`config.mk`:
```
export PLATFORM = sky130hd
export DESIGN_NAME = issue_scoreboard
export DESIGN_NICKNAME = d
export VERILOG_FILES = /design/src/rtl/issue_scoreboard.sv
export SDC_FILE = /design/constraint.sdc
export NUM_CORES = 1
export LEC_CHECK = 0
export CAP_MARGIN = 5
export CORE_AREA = 2 2 137 139
export CTS_CLUSTER_DIAMETER = 100
export CTS_CLUSTER_SIZE = 14
export DETAILED_ROUTE_END_ITERATION = 10
export DIE_AREA = 0 0 139 141
export HOLD_SLACK_MARGIN = 0.06
export RECOVER_POWER = 25
export SETUP_SLACK_MARGIN = 0.02
export SYNTH_ARGS = -nofsm -noshare
export SYNTH_HDL_FRONTEND = slang
export SYNTH_SLANG_ARGS = --single-unit
```
`constraint.sdc`:
```
create_clock -name clk -period 3.1 [get_ports clk]
set_clock_uncertainty 0.05 [all_clocks]
set_input_delay 0.31 -clock clk [delete_from_list [all_inputs] [get_ports clk]]
set_output_delay 0.31 -clock clk [all_outputs]
set_load 0.02 [all_outputs]
```
`src/rtl/issue_scoreboard.sv`:
```
// issue_scoreboard: in-order issue gate for a multi-pipe EXE stage.
// Tracks pending GPR writes (RAW/WAW), reserves writeback slots for the
// fixed-latency pipes and a single outstanding op for the variable pipe.
// Optional build macro ISSUE_WB_BYPASS_EN: hazard check sees the same-cycle
// writeback clear, so a dependent issues in its producer's WB cycle.
module issue_scoreboard #(
  parameter int NUM_REGS  = 32,
  parameter int NUM_PIPES = 4,
  parameter int MAX_LAT   = 8,
  parameter logic [NUM_PIPES*4-1:0] PIPE_LAT = {4'd0, 4'd3, 4'd2, 4'd1},
  localparam int RW = $clog2(NUM_REGS)
) (
  input  logic                 clk,
  input  logic                 rst,
  input  logic                 in_valid,
  output logic                 in_ready,
  input  logic [RW-1:0]        in_rd,
  input  logic [RW-1:0]        in_rs1,
  input  logic [RW-1:0]        in_rs2,
  input  logic                 in_rd_wr,
  input  logic [NUM_PIPES-1:0] in_pipe,
  output logic [NUM_PIPES-1:0] issue_valid,
  output logic [RW-1:0]        issue_rd,
  input  logic                 wb_en,
  input  logic [RW-1:0]        wb_rd,
  input  logic                 var_done,
  input  logic                 flush,
  output logic [31:0]          stall_cnt
);

  if ((1 << RW) != NUM_REGS) begin : g_regs_err
    $error("issue_scoreboard: NUM_REGS must be a power of two");
  end

  logic [NUM_REGS-1:0]  pending_q, pending_d;
  logic [MAX_LAT-1:0]   ring_q, ring_d;
  logic                 busy_q, busy_d;
  logic [NUM_PIPES-1:0] issue_valid_q, issue_valid_d;
  logic [RW-1:0]        issue_rd_q, issue_rd_d;
  logic [31:0]          stall_cnt_q, stall_cnt_d;

  // Ring as it will look after this cycle's shift; new reservations land here.
  logic [MAX_LAT-1:0]   ring_sh;
  assign ring_sh = ring_q >> 1;

  logic [NUM_PIPES-1:0] pipe_wb_conf;
  logic [NUM_PIPES-1:0] pipe_var;
  logic [MAX_LAT-1:0]   pipe_slot [NUM_PIPES];

  // Per-pipe constants: a fixed pipe of latency L owns post-shift slot L-1.
  for (genvar p = 0; p < NUM_PIPES; p++) begin : g_pipe
    localparam int LAT    = int'(PIPE_LAT[p*4 +: 4]);
    localparam bit IS_VAR = (LAT == 0);
    localparam int SLOT   = IS_VAR ? 0 : LAT - 1;
    if (LAT > MAX_LAT) begin : g_lat_err
      $error("issue_scoreboard: PIPE_LAT exceeds MAX_LAT");
    end
    assign pipe_var[p]     = in_pipe[p] && IS_VAR;
    assign pipe_wb_conf[p] = in_pipe[p] && !IS_VAR && in_rd_wr && ring_sh[SLOT];
    assign pipe_slot[p]    = (in_pipe[p] && !IS_VAR) ? (MAX_LAT'(1) << SLOT) : '0;
  end

  logic [NUM_REGS-1:0] wb_mask;
  logic [NUM_REGS-1:0] pend_eff;
  logic [MAX_LAT-1:0]  slot_set;
  logic                raw_waw, wb_conf, busy_conf, is_nop, accept;

  // Hazard evaluation and the accept decision for the head instruction.
  always_comb begin
    // NOTE: every variable gets a default before any branch so no latch is inferred.
    wb_mask = '0;
    if (wb_en) wb_mask[wb_rd] = 1'b1;
`ifdef ISSUE_WB_BYPASS_EN
    pend_eff = pending_q & ~wb_mask;
`else
    pend_eff = pending_q;
`endif
    slot_set = '0;
    for (int p = 0; p < NUM_PIPES; p++) slot_set |= pipe_slot[p];
    raw_waw   = pend_eff[in_rs1] || pend_eff[in_rs2] || (in_rd_wr && pend_eff[in_rd]);
    wb_conf   = |pipe_wb_conf;
    // A var_done this cycle frees the variable pipe for a back-to-back op.
    busy_conf = (|pipe_var) && busy_q && !var_done;
    is_nop    = ~|in_pipe;
    in_ready  = in_valid && !rst && !flush &&
                (is_nop || !(raw_waw || wb_conf || busy_conf));
    accept    = in_ready;
  end

  // Next-state for scoreboard state, issue outputs and stall counter.
  always_comb begin
    pending_d     = pending_q & ~wb_mask;
    ring_d        = ring_sh;
    busy_d        = busy_q && !var_done;
    issue_valid_d = '0;
    issue_rd_d    = issue_rd_q;
    if (accept && !is_nop) begin
      issue_valid_d = in_pipe;
      issue_rd_d    = in_rd;
      // Set after clear: a same-cycle writeback of this rd leaves it pending.
      if (in_rd_wr && (in_rd != '0)) begin
        pending_d[in_rd] = 1'b1;
        ring_d           = ring_d | slot_set;
      end
      if (|pipe_var) busy_d = 1'b1;
    end
    if (flush) begin
      pending_d = '0;
      ring_d    = '0;
      busy_d    = 1'b0;
    end
    pending_d[0] = 1'b0;
    stall_cnt_d = stall_cnt_q;
    if (in_valid && !in_ready && (stall_cnt_q != 32'hFFFF_FFFF))
      stall_cnt_d = stall_cnt_q + 32'd1;
  end

  // State registers with synchronous reset.
  always_ff @(posedge clk) begin
    // NOTE: sequential state uses non-blocking assignments only.
    if (rst) begin
      pending_q     <= '0;
      ring_q        <= '0;
      busy_q        <= 1'b0;
      issue_valid_q <= '0;
      issue_rd_q    <= '0;
      stall_cnt_q   <= '0;
    end else begin
      pending_q     <= pending_d;
      ring_q        <= ring_d;
      busy_q        <= busy_d;
      issue_valid_q <= issue_valid_d;
      issue_rd_q    <= issue_rd_d;
      stall_cnt_q   <= stall_cnt_d;
    end
  end

  assign issue_valid = issue_valid_q;
  assign issue_rd    = issue_rd_q;
  assign stall_cnt   = stall_cnt_q;

endmodule

```
**I/O pins on the die edge**

Drawn at 3 px/micron. Pins as bars across the die edge, other pins in gray.
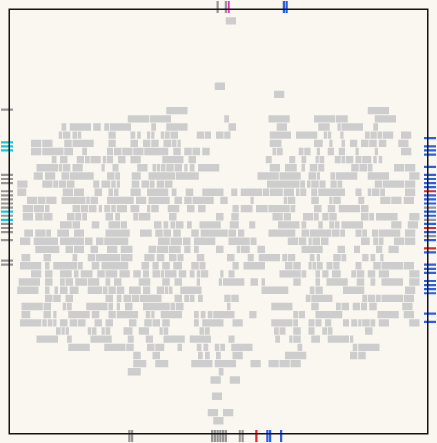
Key: magenta = var_done [pins 1, direction input, edge top]; red = issue_valid [pins 4, direction output, edge 3 right, 1 bottom]; cyan = wb_rd [pins 5, direction input, edge left]; blue = stall_cnt [pins 32, direction output, edge 27 right, 3 bottom, 2 top]
count of input and output buffers: 72
vertical die size: 141 microns
DIE WIDTH: 139 microns

**Clock routing**

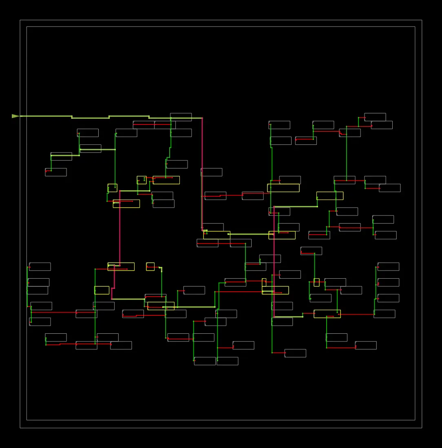
Power Clock: 1.07 mW
total clock sinks: 75
Clock Latency Late Sink: 340 ps

==> results.yml <==
# generated from flow reports
synthesis:
  ys_seq_elements: 75
  synth.top_cells.by_count: "sky130_fd_sc_hd__dfxtp_1 (75), sky130_fd_sc_hd__nand2_1 (40), sky130_fd_sc_hd__o21ai_1 (37)"
  yosysChipArea_sq_um: 4423
  synth.top_cell.area_share_pct: 33.95
floorplanning:
  fp_util_pct: 24.21
  design.die.area_sq_um: 19600
  std_cell_rows: 50
power_and_ir_drop:
  cellPowerDensity_nw_per_um2: 378.0
  cellLeakagePower_nw: 2.261
placed_design:
  place_hpwl_microns: 11300
worst_hold_path:
  worst_hold_path.num_cells: 4
  hold_end: "ring_q[1]"
  min-delay-start: "rst"
  worst_min_delay_path_category: "primary input to flop"
critical_path:
  worst_setup_path_category: "flop to output port"
  regToRegSetupSlack_ps: 330
  crit_path_end_kind: "output port"
  worst-path-max-fanout: 4
  crit_arrival_ps: 2660
timing:
  period_used_pct: 97.31
  min_period_ps: 3017
  maxSlewViolCount: 0
  rsz0062_at_grt: "no"
  relSlewSlack_pct: 66.04
  maxClockFrequency_mhz: 331.5
drt:
  remaining_drc_errors: 0
  drt.antenna.violating_nets: 0
  total_via_count_in_the_routed_design: 4667
grt:
  grt_pass1_vias: 4561
  largest_net_degree_at_the_start_of_global_routing: 45
  number_of_antenna_violations_at_the_first_check_in_global_routing: 0
finish:
  finish.utilization_pct: 33.94
  num-fill-cells: 1931
  layout_top_cell_excl_fill_tap: "sky130_fd_sc_hd__buf_4"
run_status:
  outcome: "complete, no violations"
job:
  cap_viol_max_count: 0
-- layer usage --
layer | GRT usage [%] | up-vias | part of all wire (%)
li1 | - | 2240 | -
met1 | 20.21 | 2202 | 44
met2 | 25.05 | 191 | 47
met3 | 3.159 | 34 | 6.2
met4 | 6.007 | 0 | 3.1
met5 | 0 | - | 0
-- worst max-delay path by stage --
stage,end,slack [ps],start,depth (start not counted)
2_1_floorplan,in_ready,30,in_rd[1],8
3_3_place_gp,in_ready,-820,in_rd[1],9
3_5_place_dp,in_ready,-800,in_rd[1],9
4_1_cts,in_ready,40,in_rd[1],10
5_1_grt,in_ready,20,pend_eff[26],7
6_report,in_ready,80,pend_eff[26],7
-- critical path, delay by kind of cell (launching register included) --
kind | cells | cell delay [ps]
AOI/OAI and AO/OA | 1 | 160
buffers and inverters | 1 | 140
DFF | 1 | 350
muxes | 2 | 640
and+or+nand+nor | 3 | 1020
-- cells by family (layout without fill, tap and decap cells) --
group | after synthesis | after routing | synth area share (%)
adder cells (fa/ha/maj) | 1 | 1 | 0.2828
AND-OR/OR-AND | 149 | 149 | 21.05
buffers and inverters | 48 | 177 | 4.894
AND/OR/NAND/NOR | 201 | 201 | 26.22
multiplexers | 45 | 45 | 13.61
flip-flops | 75 | 75 | 33.95
-- power by group --
part	total, mW	switching (mW)	internal (mW)
sequential	0.977	0.00634	0.971
combinational	0.292	0.159	0.132
clock	1.07	0.426	0.648
-- cell type report --
class                   instances  area, sq um  share of cell area (%)
flip-flops and latches         75         1501                   24.22
clock inverters                 5        60.06                  0.9687
clock buffers                  11        242.7                   3.915
repair buffers                153         1351                   21.80
inverters                       8        30.03                  0.4844
well taps                     234        292.8                   4.723
multi-input cells             396         2721                   43.90
Power is estimated from default activity; no workload was simulated.
